[src/rtl/cell_sweep_reader.sv]
`default_nettype none
// ============================================================================
// Module      : cell_sweep_reader
// Description : Steps a 6-bit stimulus from 0 to LAST_STIM. At each step it
//               waits SETTLE_CYCLES, captures the 73-bit cell-array response
//               and streams it out as an 11-byte valid/ready frame.
//               Optional MISR signature over all captures: define
//               CELL_SWEEP_MISR_EN to add sig_o[31:0].
// Revision    : 1.0 - initial release
// ============================================================================
module cell_sweep_reader #(
  parameter int SETTLE_CYCLES = 4,
  parameter int LAST_STIM     = 63
) (
  input  logic        clk,
  input  logic        rst,
  input  logic        start,
  output logic [5:0]  stim_o,
  input  logic [72:0] resp_i,
  output logic [7:0]  tx_data,
  output logic        tx_valid,
  input  logic        tx_ready,
  output logic        busy,
`ifdef CELL_SWEEP_MISR_EN
  output logic [31:0] sig_o,
`endif
  output logic        done
);

  localparam logic [1:0] S_IDLE  = 2'd0;
  localparam logic [1:0] S_DRIVE = 2'd1;
  localparam logic [1:0] S_SEND  = 2'd2;
  localparam logic [1:0] S_DONE  = 2'd3;

  localparam logic [5:0] c_LAST      = 6'(LAST_STIM);
  localparam logic [7:0] c_SETTLE_M1 = 8'(SETTLE_CYCLES - 1);
  localparam logic [3:0] c_LAST_BYTE = 4'd10;

  logic [1:0]  r_state;
  logic [7:0]  r_cnt;
  logic [3:0]  r_idx;
  logic [72:0] r_cap;
  logic [5:0]  r_stim;
  logic [7:0]  r_tx_data;
  logic        r_tx_valid;

  logic        w_sweep_start;
  logic        w_capture;
  logic        w_accept;
  logic [72:0] w_shift;
  logic [7:0]  w_next_byte;

  // Sweep launch, response sampling and byte handshake qualifiers.
  always_comb begin
    w_sweep_start = ((r_state == S_IDLE) || (r_state == S_DONE)) && start;
    w_capture     = (r_state == S_DRIVE) && (r_cnt == 8'd0);
    w_accept      = (r_state == S_SEND) && r_tx_valid && tx_ready;
  end

  // Byte following the one currently presented: frame byte (r_idx+1) is the
  // capture shifted down by 8*r_idx; byte 10 naturally yields {7'b0, cap[72]}.
  always_comb begin
    w_shift     = r_cap >> {r_idx, 3'b000};
    w_next_byte = w_shift[7:0];
  end

  // Main sweep state machine: settle, capture, then frame out the response.
  always_ff @(posedge clk) begin
    if (rst) begin
      r_state    <= S_IDLE;
      r_cnt      <= 8'd0;
      r_idx      <= 4'd0;
      r_cap      <= '0;
      r_stim     <= 6'd0;
      r_tx_data  <= 8'd0;
      r_tx_valid <= 1'b0;
    end else begin
      case (r_state)
        S_IDLE, S_DONE: begin
          if (w_sweep_start) begin
            r_state <= S_DRIVE;
            r_stim  <= 6'd0;
            r_cnt   <= c_SETTLE_M1;
          end
        end
        S_DRIVE: begin
          if (w_capture) begin
            r_cap      <= resp_i;
            r_state    <= S_SEND;
            r_idx      <= 4'd0;
            r_tx_data  <= {2'b10, r_stim};
            r_tx_valid <= 1'b1;
          end else begin
            r_cnt <= r_cnt - 8'd1;
          end
        end
        S_SEND: begin
          if (w_accept) begin
            if (r_idx == c_LAST_BYTE) begin
              r_tx_valid <= 1'b0;
              r_idx      <= 4'd0;
              if (r_stim == c_LAST) begin
                r_state <= S_DONE;
              end else begin
                r_stim  <= r_stim + 6'd1;
                r_state <= S_DRIVE;
                r_cnt   <= c_SETTLE_M1;
              end
            end else begin
              r_idx     <= r_idx + 4'd1;
              r_tx_data <= w_next_byte;
            end
          end
        end
        default: r_state <= S_IDLE;
      endcase
    end
  end

`ifdef CELL_SWEEP_MISR_EN
  logic [31:0] r_sig;
  logic [31:0] w_fold;
  logic [31:0] w_sig_nx;

  // CRC-32 polynomial MISR step folding the 73-bit response into 32 bits.
  always_comb begin
    w_fold   = resp_i[31:0] ^ resp_i[63:32] ^ {23'b0, resp_i[72:64]};
    w_sig_nx = {r_sig[30:0], 1'b0} ^ (r_sig[31] ? 32'h04C11DB7 : 32'h0) ^ w_fold;
  end

  // Signature seeds on sweep start and absorbs every captured response.
  always_ff @(posedge clk) begin
    if (rst) begin
      r_sig <= 32'hFFFFFFFF;
    end else if (w_sweep_start) begin
      r_sig <= 32'hFFFFFFFF;
    end else if (w_capture) begin
      r_sig <= w_sig_nx;
    end
  end

  assign sig_o = r_sig;
`endif

  assign stim_o   = r_stim;
  assign tx_data  = r_tx_data;
  assign tx_valid = r_tx_valid;
  assign busy     = (r_state == S_DRIVE) || (r_state == S_SEND);
  assign done     = (r_state == S_DONE);

endmodule
`default_nettype wire

[config.mk]
export PLATFORM = sky130hd
export DESIGN_NAME = cell_sweep_reader
export DESIGN_NICKNAME = d
export VERILOG_FILES = /design/src/rtl/cell_sweep_reader.sv
export SDC_FILE = /design/constraint.sdc
export NUM_CORES = 1
export LEC_CHECK = 0
export ABC_AREA = 1
export CORE_MARGIN = 2
export CORE_UTILIZATION = 35
export DETAILED_ROUTE_END_ITERATION = 7
export PLACE_DENSITY_LB_ADDON = 0.1
export SLEW_MARGIN = 20
export SYNTH_ARGS = -nofsm -noshare
export SYNTH_HDL_FRONTEND = slang
export SYNTH_SLANG_ARGS = --single-unit
[constraint.sdc]
create_clock -name clk -period 1.6 [get_ports clk]
set_clock_uncertainty 0.05 [all_clocks]
set_input_delay 0.24 -clock clk [delete_from_list [all_inputs] [get_ports clk]]
set_output_delay 0.24 -clock clk [all_outputs]
set_load 0.03 [all_outputs]
**M1 wires**

The bar under the picture is 20 microns long. Supply wires on this layer in gray. Cells faint in the background.
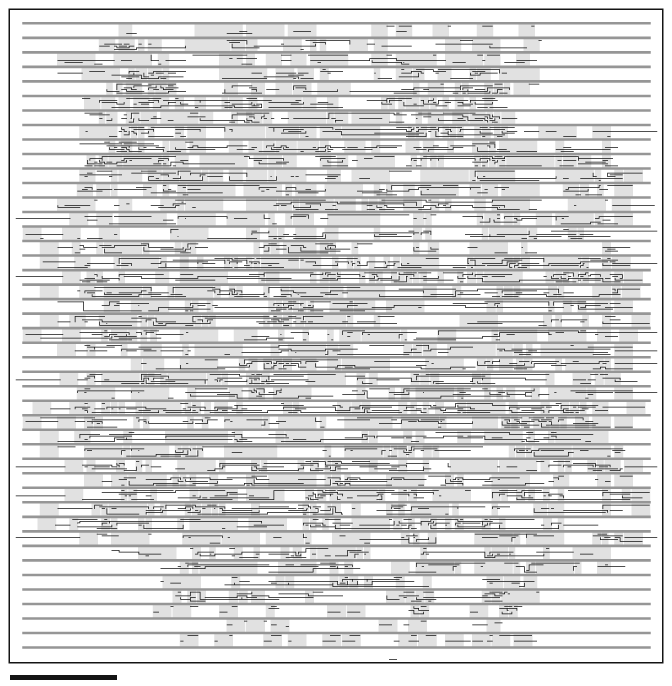
share of all routed wire	48%
main direction	horizontal

**Sequential cells colored by netlist name**

The bar under the picture is 20 microns long.
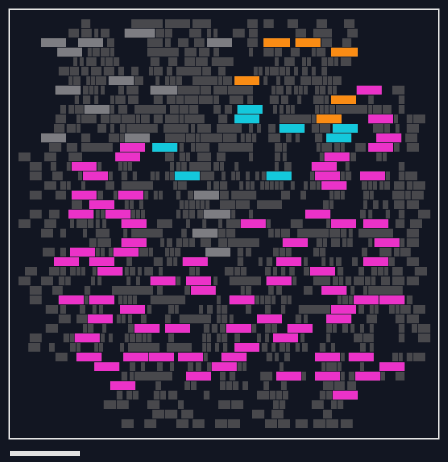
name in the netlist	color	flops
`tx_data`	cyan	8
`stim_o`	orange	6
`r_cap`	magenta	73
not colored	15
fraction of standard cell area that is sequential: 0.280
post-layout util: 0.531
Register Area: 2050 sq um

==> commit_impl_results.txt <==
Record implementation results from latest flow run

- The last timing report of the flow puts the setup violation total at 15.
* First drt pass iteration count: 5
- The skew report gives the latency at the later pin of the worst-skew pair as 0.34 ns.
* Per-cell routed wire length: 14.1 microns
* Outcome: finished with violations
- Antenna violations before repair: 0
- Per the power-grid run, VDD falls by no more than 0.000678 V.
- Hold analysis shows the worst path with a depth of 2.
* Final number of max-transition violations: 0
- In this run the worst path has a maximum fanout of 4.
- Yosys reports the multiplexer fraction of the synthesized area as 0.
- The CTS log lists the clock sinks for this run as 102.
- The total area inside the core boundary comes to around 14,000 sq um.
- Final number of hold-violating endpoints: 0
* Min setup slack post-route: -0.0268 ns
* Crit-path leading delay family: flip-flops
- Failing checks: setup timing
- TritonCTS built the clock tree.
* Final antenna diode count: 0
- The register with the most flip-flops in the final layout is r_cap.
- Sequential cells consume a total of 0.00377 W.
**Metal layers overlaid**

Two of the layers only.
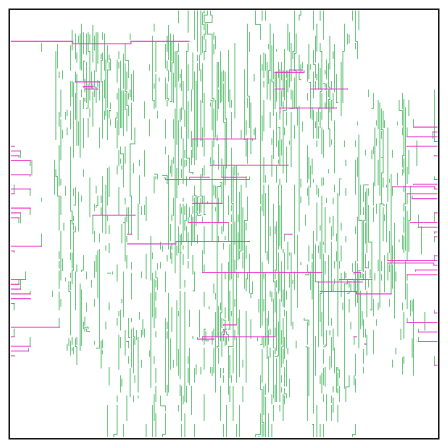
layer	color	wire length
M2	green	6,940 microns
M3	magenta	593 microns

**Routing congestion**

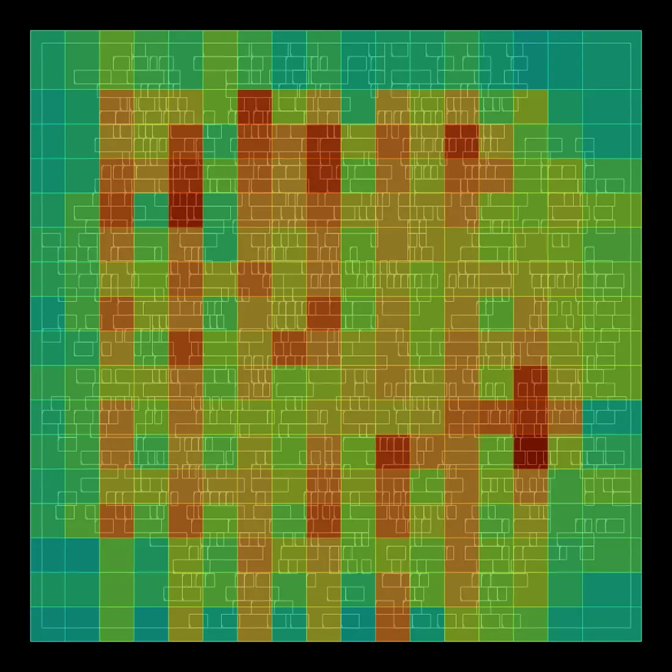
met2 routing resource usage after global routing: 0.317
GR peak layer: met2

No activity file was given, so power comes from the tool's default toggle rates.
